File: config.mk
export PLATFORM = sky130hd
export DESIGN_NAME = load_store_sequencer_flat
export DESIGN_NICKNAME = d
export VERILOG_FILES = /design/src/rtl/load_store_sequencer_pkg.sv /design/src/rtl/load_store_sequencer_if.sv /design/src/rtl/load_store_sequencer_lane_extract_merge.sv /design/src/rtl/load_store_sequencer.sv /design/src/flat_wrapper.sv
export SDC_FILE = /design/constraint.sdc
export NUM_CORES = 1
export LEC_CHECK = 0
export CAP_MARGIN = 20
export CORE_UTILIZATION = 48
export CTS_CLUSTER_DIAMETER = 50
export DETAILED_ROUTE_END_ITERATION = 10
export PLACE_DENSITY = 0.85
export SYNTH_ARGS = -nofsm -noshare
export SYNTH_HDL_FRONTEND = slang
export SYNTH_SLANG_ARGS = --single-unit
File: constraint.sdc
create_clock -name clk -period 2.7 [get_ports clk]
set_input_delay 0.54 -clock clk [delete_from_list [all_inputs] [get_ports clk]]
set_output_delay 0.54 -clock clk [all_outputs]
set_load 0.005 [all_outputs]
File: src/rtl/load_store_sequencer_pkg.sv
// Shared opcode/funct3 constants, FSM state type and the alignment helper
// for the load/store sequencer.
package load_store_sequencer_pkg;

  localparam logic [6:0] OPC_LOAD  = 7'b0000011;
  localparam logic [6:0] OPC_STORE = 7'b0100011;

  localparam logic [2:0] F3_B  = 3'b000;
  localparam logic [2:0] F3_H  = 3'b001;
  localparam logic [2:0] F3_W  = 3'b010;
  localparam logic [2:0] F3_D  = 3'b011;
  localparam logic [2:0] F3_BU = 3'b100;
  localparam logic [2:0] F3_HU = 3'b101;
  localparam logic [2:0] F3_WU = 3'b110;

  typedef enum logic [2:0] {
    ST_IDLE,
    ST_READ,
    ST_WAIT,
    ST_WRITE,
    ST_DONE
  } state_t;

  // Byte-offset bits that survive natural alignment for an access size
  // given as funct3[1:0] (0=byte .. 3=doubleword).
  function automatic logic [2:0] lane_mask(input logic [1:0] size);
    case (size)
      2'd0:    return 3'b111;
      2'd1:    return 3'b110;
      2'd2:    return 3'b100;
      default: return 3'b000;
    endcase
  endfunction

endpackage

File: src/rtl/load_store_sequencer_if.sv
// Request/response and data-memory signals of the load/store sequencer.
// slave = sequencer side, master = control unit plus data memory side.
interface load_store_sequencer_if;

  logic        start;
  logic [31:0] instr;
  logic [63:0] addr;
  logic [63:0] store_data;
  logic        busy;
  logic        done;
  logic [63:0] load_data;
  logic        err;

  logic [63:0] mem_addr;
  logic        mem_read;
  logic        mem_write;
  logic [63:0] mem_wdata;
  logic [63:0] mem_rdata;

  modport slave (
    input  start, instr, addr, store_data, mem_rdata,
    output busy, done, load_data, err, mem_addr, mem_read, mem_write, mem_wdata
  );

  modport master (
    output start, instr, addr, store_data, mem_rdata,
    input  busy, done, load_data, err, mem_addr, mem_read, mem_write, mem_wdata
  );

endinterface

File: src/rtl/load_store_sequencer_lane_extract_merge.sv
// Combinational lane logic: load byte-lane shift with sign/zero extension,
// and store byte-merge of rs2 low bytes into the captured doubleword.
module load_store_sequencer_lane_extract_merge
  import load_store_sequencer_pkg::*;
(
  input  logic [63:0] rdata,
  input  logic [63:0] mdr,
  input  logic [63:0] store_data,
  input  logic [2:0]  offset,
  input  logic [2:0]  funct3,
  output logic [63:0] load_ext,
  output logic [63:0] merged
);

  logic [63:0] shifted;
  logic [63:0] lane_data;
  logic [7:0]  byte_en;

  // NOTE: every always_comb output gets a default before any branch, so no
  // path can leave it unassigned and infer a latch.
  always_comb begin
    shifted  = rdata >> {offset, 3'b000};
    load_ext = shifted;
    case (funct3)
      F3_B:    load_ext = {{56{shifted[7]}},  shifted[7:0]};
      F3_H:    load_ext = {{48{shifted[15]}}, shifted[15:0]};
      F3_W:    load_ext = {{32{shifted[31]}}, shifted[31:0]};
      F3_D:    load_ext = shifted;
      F3_BU:   load_ext = {56'd0, shifted[7:0]};
      F3_HU:   load_ext = {48'd0, shifted[15:0]};
      F3_WU:   load_ext = {32'd0, shifted[31:0]};
      default: load_ext = shifted;
    endcase
  end

  // sd is the full-width case of the merge: all eight lanes come from rs2.
  always_comb begin
    case (funct3[1:0])
      2'd0:    byte_en = 8'h01 << offset;
      2'd1:    byte_en = 8'h03 << offset;
      2'd2:    byte_en = 8'h0F << offset;
      default: byte_en = 8'hFF;
    endcase
    lane_data = store_data << {offset, 3'b000};
    merged    = mdr;
    for (int i = 0; i < 8; i++) begin
      if (byte_en[i]) merged[8*i +: 8] = lane_data[8*i +: 8];
    end
  end

endmodule

File: src/rtl/load_store_sequencer.sv
// Multicycle load/store sequencer against a 64-bit data memory port.
// Optional feature: define MISALIGN_TRAP_EN to trap misaligned accesses.
module load_store_sequencer
  import load_store_sequencer_pkg::*;
#(
  parameter int MEM_LATENCY = 1
)(
  input logic                   clk,
  input logic                   reset_n,
  load_store_sequencer_if.slave bus
);

  localparam logic [2:0] LAT = 3'(MEM_LATENCY);

  state_t      state;
  state_t      state_nxt;
  logic [2:0]  cnt;
  logic        req_load;
  logic [2:0]  req_f3;
  logic [2:0]  req_off;
  logic [63:0] req_sdata;
  logic [63:0] mem_addr_q;
  logic [63:0] mdr;
  logic [63:0] load_data_q;
  logic        err_q;
  logic [63:0] load_ext;
  logic [63:0] merged;

  logic [6:0]  opc;
  logic [2:0]  f3;
  logic        load_ok;
  logic        store_ok;
  logic        illegal;
  logic [2:0]  acc_off;
  logic        unused_instr;

  assign opc      = bus.instr[6:0];
  assign f3       = bus.instr[14:12];
  assign load_ok  = (opc == OPC_LOAD) && (f3 != 3'b111);
  assign store_ok = (opc == OPC_STORE) && !f3[2];
  assign acc_off  = bus.addr[2:0] & lane_mask(f3[1:0]);
  assign unused_instr = ^{bus.instr[31:15], bus.instr[11:7]};

`ifdef MISALIGN_TRAP_EN
  // Any offset bit removed by alignment means the access was misaligned.
  assign illegal = !(load_ok || store_ok) || (acc_off != bus.addr[2:0]);
`else
  assign illegal = !(load_ok || store_ok);
`endif

  load_store_sequencer_lane_extract_merge u_lane_extract_merge (
    .rdata      (bus.mem_rdata),
    .mdr        (mdr),
    .store_data (req_sdata),
    .offset     (req_off),
    .funct3     (req_f3),
    .load_ext   (load_ext),
    .merged     (merged)
  );

  // NOTE: reset is synchronous: reset_n is only looked at on the clock edge.
  always_ff @(posedge clk) begin
    if (!reset_n) state <= ST_IDLE;
    else          state <= state_nxt;
  end

  always_comb begin
    state_nxt = state;
    case (state)
      ST_IDLE: begin
        if (bus.start) begin
          if (illegal)                       state_nxt = ST_DONE;
          else if (store_ok && f3 == F3_D)   state_nxt = ST_WRITE;
          else                               state_nxt = ST_READ;
        end
      end
      ST_READ:  state_nxt = ST_WAIT;
      ST_WAIT:  if (cnt == 3'd1) state_nxt = req_load ? ST_DONE : ST_WRITE;
      ST_WRITE: state_nxt = ST_DONE;
      ST_DONE:  state_nxt = ST_IDLE;
      default:  state_nxt = ST_IDLE;
    endcase
  end

  // NOTE: sequential state uses non-blocking assignments so every register
  // samples pre-edge values regardless of statement order.
  always_ff @(posedge clk) begin
    if (!reset_n) begin
      cnt         <= '0;
      req_load    <= 1'b0;
      req_f3      <= '0;
      req_off     <= '0;
      req_sdata   <= '0;
      mem_addr_q  <= '0;
      mdr         <= '0;
      load_data_q <= '0;
      err_q       <= 1'b0;
    end else begin
      if (state == ST_IDLE && bus.start) begin
        req_load   <= load_ok && !illegal;
        req_f3     <= f3;
        req_off    <= acc_off;
        req_sdata  <= bus.store_data;
        mem_addr_q <= {bus.addr[63:3], 3'b000};
        err_q      <= illegal;
      end
      if (state == ST_READ)      cnt <= LAT;
      else if (state == ST_WAIT) cnt <= cnt - 3'd1;
      // Extraction reads mem_rdata directly so load_data is ready with done.
      if (state == ST_WAIT && cnt == 3'd1) begin
        mdr <= bus.mem_rdata;
        if (req_load) load_data_q <= load_ext;
      end
    end
  end

  assign bus.mem_read  = (state == ST_READ);
  assign bus.mem_write = (state == ST_WRITE);
  assign bus.done      = (state == ST_DONE);
  assign bus.busy      = (state == ST_READ) || (state == ST_WAIT) || (state == ST_WRITE);
  assign bus.err       = (state == ST_DONE) && err_q;
  assign bus.mem_addr  = mem_addr_q;
  assign bus.mem_wdata = merged;
  assign bus.load_data = load_data_q;

endmodule

File: src/flat_wrapper.sv
// flat-port wrapper written by rule: the top's interface ports become plain ports
module load_store_sequencer_flat import load_store_sequencer_pkg::*;
#(
  parameter int MEM_LATENCY = 1
)
  (clk, reset_n, bus_start, bus_instr, bus_addr, bus_store_data, bus_mem_rdata, bus_busy, bus_done, bus_load_data, bus_err, bus_mem_addr, bus_mem_read, bus_mem_write, bus_mem_wdata);
  load_store_sequencer_if bus_i ();
  input logic clk;
  input logic reset_n;
  input wire logic [$bits(bus_i.start)-1:0] bus_start;
  input wire logic [$bits(bus_i.instr)-1:0] bus_instr;
  input wire logic [$bits(bus_i.addr)-1:0] bus_addr;
  input wire logic [$bits(bus_i.store_data)-1:0] bus_store_data;
  input wire logic [$bits(bus_i.mem_rdata)-1:0] bus_mem_rdata;
  output wire logic [$bits(bus_i.busy)-1:0] bus_busy;
  output wire logic [$bits(bus_i.done)-1:0] bus_done;
  output wire logic [$bits(bus_i.load_data)-1:0] bus_load_data;
  output wire logic [$bits(bus_i.err)-1:0] bus_err;
  output wire logic [$bits(bus_i.mem_addr)-1:0] bus_mem_addr;
  output wire logic [$bits(bus_i.mem_read)-1:0] bus_mem_read;
  output wire logic [$bits(bus_i.mem_write)-1:0] bus_mem_write;
  output wire logic [$bits(bus_i.mem_wdata)-1:0] bus_mem_wdata;
  assign bus_i.start = bus_start;
  assign bus_i.instr = bus_instr;
  assign bus_i.addr = bus_addr;
  assign bus_i.store_data = bus_store_data;
  assign bus_i.mem_rdata = bus_mem_rdata;
  assign bus_busy = bus_i.busy;
  assign bus_done = bus_i.done;
  assign bus_load_data = bus_i.load_data;
  assign bus_err = bus_i.err;
  assign bus_mem_addr = bus_i.mem_addr;
  assign bus_mem_read = bus_i.mem_read;
  assign bus_mem_write = bus_i.mem_write;
  assign bus_mem_wdata = bus_i.mem_wdata;
  load_store_sequencer #(.MEM_LATENCY(MEM_LATENCY)) u_core (.clk(clk), .reset_n(reset_n), .bus(bus_i));
endmodule
Figure 1. Cell sizes after repair (run 1).
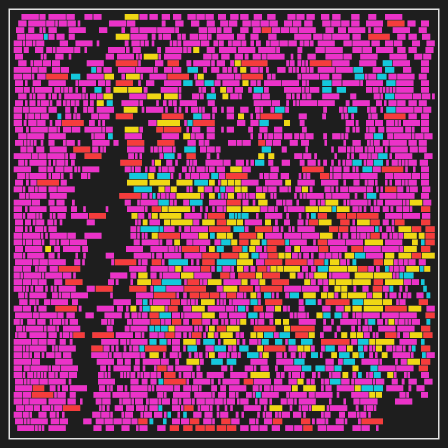
| size | color | cells |
|---|---|---|
| _6 and larger | red | 154 |
| _2 cells | cyan | 143 |
| _3 and _4 cells | yellow | 192 |
| _0 and _1 cells | magenta | 1758 |
final critical-path setup slack: -322 ps
number of signal-net buffers in the layout: 562
post-route cell area: 0.0217 mm^2
growth of design area from synthesis to finish: 50.4%

Figure 2. Placed cells, one color a class (run 1).
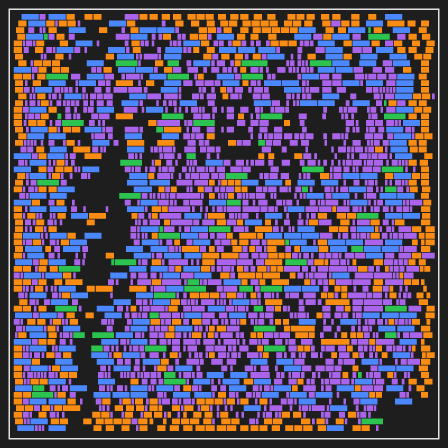
| class | color | cells | share of their area |
|---|---|---|---|
| remaining buffers and delay cells | orange | 562 | 27% |
| combinational and other logic | purple | 1357 | 43% |
| sequential cells | blue | 267 | 25% |
| clock drivers and dummy loads | green | 61 | 5.4% |
area of the placeable core: 0.0296 mm^2
fraction of standard cell area that is sequential: 24.6%
number of rows in the core area: 63

Figure 3. Placement density heat map (run 1).
The die is cut into 18 by 18 equal tiles; black is low, pale yellow is high, 0 to 100% covered.
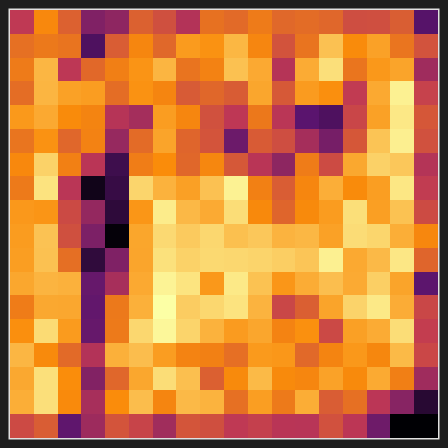
fullest tile: 100%
mean over tiles: 69%
nearly empty tiles: 0.90%
tiles over 75% full: 46%
core utilization before placement: 48.8%
Final Util: 73.4%

==> impl_metrics.csv, run 1 <==
group,metric,value,unit
synthesis,synth-cells-yosys,1777,
final_timing,setup_ws,-322,ps
job,max_cap_violations,0,
critical_path,required_arrival_time_at_the_worst_endpoint,2160,ps
finish,final-clk-cell-share,5.32,%
floorplanning,die_h,176,um
final_timing,worst-slew-pin-transition,658,ps
synthesis,aoi_share,25.4,%
critical_path,worst_path_max_delay_cell,"sky130_fd_sc_hd__dfxtp_2",
synthesis,yosys.area.top_type,"sky130_fd_sc_hd__dfxtp_1",
placed_design,place_hpwl,42300,um
final_timing,final-setup-viol-count,56,
critical_path,critical_path.endpoint,"bus_mem_wdata[37]",
min_path,number_of_cells_traversed_by_the_worst_hold_path,2,
drt,vias_per_cell,5.96,
grt,grt_util_met2,63.3,%
finish,final_layout_size_suffix_gt1_share,21.8,%
floorplanning,die_width,176,um
placed_design,dpl-instance-area,0.0193,mm^2
status,failing_checks,"negative setup slack",
finish,multi_input_comb_cells,1348,
clock_tree,clk_transition_reported_paths,60,ps
synthesis,synthDominantCellAreaShare,37.0,%
grt,globalRouteMet1Util,45.8,%
critical_path,start_point_of_the_critical_path,"u_core.req_f3[1]",
final_timing,min_period,3020,ps
synthesis,async_reset_ff_share,0,%
synthesis,netlist_area,0.0145,mm^2
final_timing,max_freq,0.331,GHz
status,outcome,"finished, violations left",
synthesis,synth_area_per_cell,8.13,um^2
floorplanning,nWellTaps,390,
floorplanning,chipArea,0.0308,mm^2
critical_path,worst-r2r-cell-count,8,
finish,bufAreaShareNonClock,26.1,%
synthesis,flop_cell,"sky130_fd_sc_hd__dfxtp_1",
critical_path,critPathMostFrequentCell,"sky130_fd_sc_hd__mux2_4",
synthesis,ys.flops,267,
drt,total_via_count_after_detailed_routing,15717,
placed_design,portBuffers,398,
grt,grt_pass1_wl,89100,um
floorplanning,top_level_ports,424,
synthesis,netlist_instances,1777,
clock_tree,clk-insertion-delay-late,530,ps
run 1: power breakdown:
part	switching, mW	leakage [nW]	internal [mW]	total, mW
sequential	0.115	2.17	4.06	4.18
combinational	1.13	5.50	1.06	2.19
clock	1.87	0.574	2.76	4.63
run 1: stage by stage:
step	worst slack (ps)	total power, mW
6_report	-322	11.0
5_1_grt	-356	11.3
4_1_cts	-265	10.9
3_5_place_dp	-243	6.10
3_3_place_gp	-230	6.08
2_1_floorplan	228	5.09
run 1: per-layer routing:
metal  wire length (um)  vias to the layer above
li1                   -                     7027
met2              28500                     1012
met3               6080                      209
met5                  0                        -
met1              22400                     7469
met4               3280                        0
--- run 2 (diff from run 1) ---
Settings changed: RECOVER_POWER set to 100, SETUP_SLACK_MARGIN set to 0.2.
Figure 4. Cell sizes after repair (run 2).
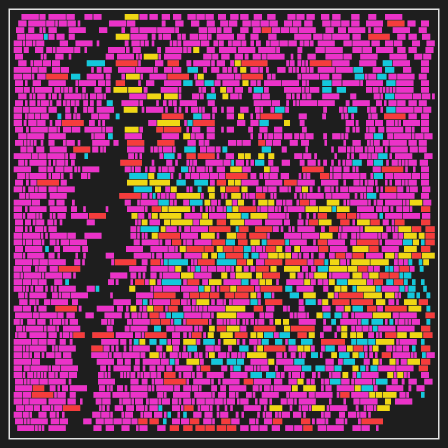
| size | color | cells |
|---|---|---|
| _3 and _4 cells | yellow | 192 |
| _6 and larger | red | 166 |
| _2 cells | cyan | 163 |
| _0 and _1 cells | magenta | 1748 |
number of signal-net buffers in the layout: 584
growth of design area from synthesis to finish: 51.3%

==> impl_metrics.csv, run 2 <==
group,metric,value,unit
status,outcome,"finished, violations left",
status,failing_checks,"negative setup slack",
grt,grt_util_met2,63.7,%
drt,vias_per_cell,5.95,
pwr,p_seq_share,37.9,%
final_timing,worst-slew-pin-transition,1370,ps
synthesis,yosys.area.top_type,"sky130_fd_sc_hd__dfxtp_1",
placed_design,dpl-instance-area,0.0193,mm^2
synthesis,netlist_area,0.0145,mm^2
drt,met3_layer_wire_length_in_the_routed_design,5990,um
floorplanning,core_area,0.0296,mm^2
pwr,switching_share,28.4,%
synthesis,async_reset_ff_share,0,%
pwr,power.sequential.total,4.18,mW
synthesis,netlist_instances,1777,
pwr,pg_comb,2.21,mW
critical_path,worst-r2r-cell-count,7,
finish,final_layout_size_suffix_gt1_share,23.0,%
critical_path,required_arrival_time_at_the_worst_endpoint,2160,ps
grt,grt_pass1_wl,89600,um
final_timing,final-setup-viol-count,121,
final_timing,setup_ws,-353,ps
synthesis,synth_area_per_cell,8.13,um^2
drt,drt-met1-wl,22700,um
pwr,net-switching-power,3.12,mW
floorplanning,die_width,176,um
finish,bufAreaShareNonClock,26.5,%
finish,multi_input_comb_cells,1348,
pwr,largest_power_group,"clock",
critical_path,critPathMostFrequentCell,"sky130_fd_sc_hd__buf_12",
critical_path,start_point_of_the_critical_path,"u_core.req_off[1]",
synthesis,synthDominantCellAreaShare,37.0,%
floorplanning,nWellTaps,390,
critical_path,worst_path_max_delay_cell,"sky130_fd_sc_hd__dfxtp_4",
finish,final-clk-cell-share,5.29,%
finish,utilization,73.8,%
floorplanning,die_h,176,um
synthesis,ys.flops,267,
synthesis,aoi_share,25.4,%
Figure 5. Placed cells, one color a class (run 2).
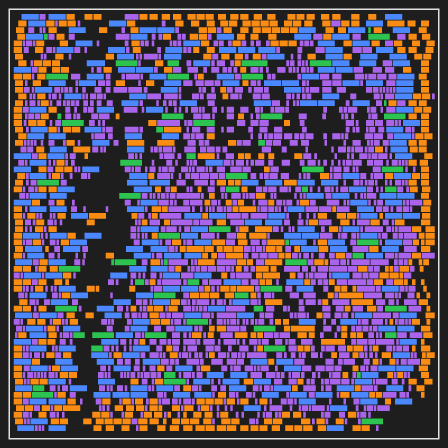
| class | color | cells | share of their area |
|---|---|---|---|
| combinational and other logic | purple | 1357 | 42% |
| sequential cells | blue | 267 | 25% |
| clock drivers and dummy loads | green | 61 | 5.4% |
| remaining buffers and delay cells | orange | 584 | 27% |
fraction of standard cell area that is sequential: 24.5%
post-route cell area: 0.0219 mm^2

-- run 2: cell types whose count changed in the layout (fill, tap and decap cells not counted), sizes merged --
cell,previous run,this run
buf,220,242
clkdlybuf4s15,1,0
dlygate4sd2,7,1
dlygate4sd3,0,130
clkdlybuf4s50,333,203
bufbuf,1,0
clkbuf,47,55
-- run 2: kinds of logic after synthesis --
kind of cell	count (synthesis)
adders and majority gates	7
other	1
xor gates and xnor gates	2
buffers and inverters	164
and+or+nand+nor	662
AOI/OAI and AO/OA	509
muxes	165
DFF	267
-- run 2: what timing repair did --
| item | 4_1_cts | 5_1_grt |
|---|---|---|
| buffers inserted | 48 | 12 |
| cloned | 5 | 0 |
| pin swaps | 31 | 18 |
| endpoints found under the setup margin | 97 | 104 |
| gates resized | 493 | 64 |
| hold buffers | 0 | 0 |
--- run 3 (diff from run 2) ---
Settings changed: CORE_UTILIZATION 48 to 50, CTS_BUF_LIST set to sky130_fd_sc_hd__clkbuf_8, PLACE_DENSITY 0.85 to 0.88.
Figure 6. Congestion heat map (run 3).
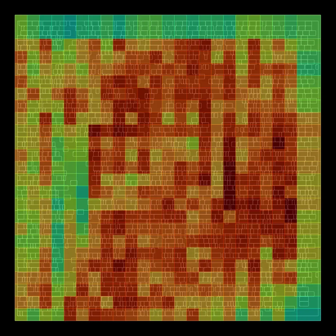
wire per inst: 22.8 um
global-route track usage on met1: 46.3%
met3 usage: 10.2%
Final Util: 75.7%

==> impl_metrics.csv, run 3 <==
group,metric,value,unit
status,outcome,"finished, violations left",
status,failing_checks,"negative setup slack",
synthesis,async_reset_ff_share,0,%
drt,vias_per_cell,5.91,
final_timing,setup_ws,-435,ps
finish,seq_share,25.2,%
synthesis,flop_cell,"sky130_fd_sc_hd__dfxtp_1",
synthesis,synth_area_per_cell,8.13,um^2
clock_tree,clk-insertion-delay-late,590,ps
critical_path,worst-r2r-cell-count,7,
floorplanning,nWellTaps,378,
floorplanning,top_level_ports,424,
finish,final-clk-cell-share,4.48,%
clock_tree,cts-hold-fix-buffers,0,
floorplanning,placement_rows,61,
final_timing,max_freq,0.319,GHz
synthesis,netlist_area,0.0145,mm^2
floorplanning,core_area,0.0281,mm^2
synthesis,netlist_instances,1777,
floorplanning,chipArea,0.0296,mm^2
synthesis,ys.flops,267,
floorplanning,die_h,172,um
job,max_cap_violations,0,
pwr,design_power_total,10.2,mW
synthesis,synth-cells-yosys,1777,
placed_design,dpl-instance-area,0.0193,mm^2
placed_design,worst_setup_slack_after_placement,-286,ps
critical_path,worst_path_max_delay_cell,"sky130_fd_sc_hd__dfxtp_2",
critical_path,critical_path.endpoint,"bus_mem_wdata[34]",
placed_design,place_hpwl,42400,um
finish,multi_input_comb_cells,1348,
final_timing,min_period,3130,ps
clock_tree,clk_transition_reported_paths,60,ps
finish,bufAreaShareNonClock,26.6,%
drt,total_via_count_after_detailed_routing,15726,
placed_design,portBuffers,398,
grt,grt_pass1_wl,89100,um
floorplanning,floorplan.initialDensity,51.5,%
final_timing,final-setup-viol-count,58,
synthesis,yosys.area.top_type,"sky130_fd_sc_hd__dfxtp_1",
Figure 7. Cell sizes after repair (run 3).
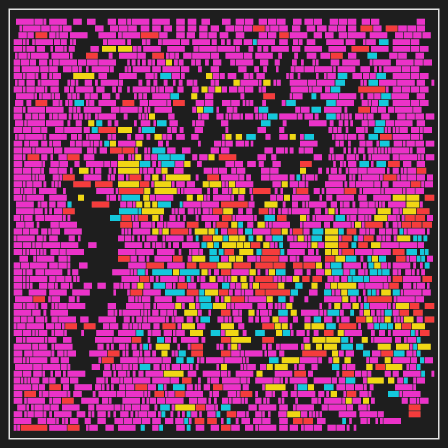
| size | color | cells |
|---|---|---|
| _3 and _4 cells | yellow | 178 |
| _2 cells | cyan | 165 |
| _6 and larger | red | 153 |
| _0 and _1 cells | magenta | 1786 |
number of signal-net buffers in the layout: 577
post-route cell area: 0.0213 mm^2
growth of design area from synthesis to finish: 47.1%
final critical-path setup slack: -435 ps

==> run 3: kinds of logic after synthesis <==
kind of cell | count (synthesis) | share of synthesized area [%]
XOR/XNOR | 2 | 0.121
AND/OR/NAND/NOR | 662 | 18.9
flip-flops | 267 | 37.0
multiplexers | 165 | 12.2
buffers and inverters | 164 | 5.79
AND-OR/OR-AND | 509 | 25.4
adder cells (fa/ha/maj) | 7 | 0.606
other | 1 | 0.0259
==> run 3: layer usage <==
metal,wire length [um],GRT usage [%],vias up
li1,-,-,7096
met1,22500,46.3,7449
met2,28300,66.0,961
met3,6420,10.2,220
met4,3520,22.3,0
met5,0,0,-
==> run 3: power by group <==
group          leakage (nW)  internal, mW  switching (mW)  total, mW
clock                 0.548          2.13            1.74       3.88
combinational          5.89          1.03            1.09       2.12
sequential             2.18          4.06           0.112       4.17
No activity file was given, so power comes from the tool's default toggle rates.
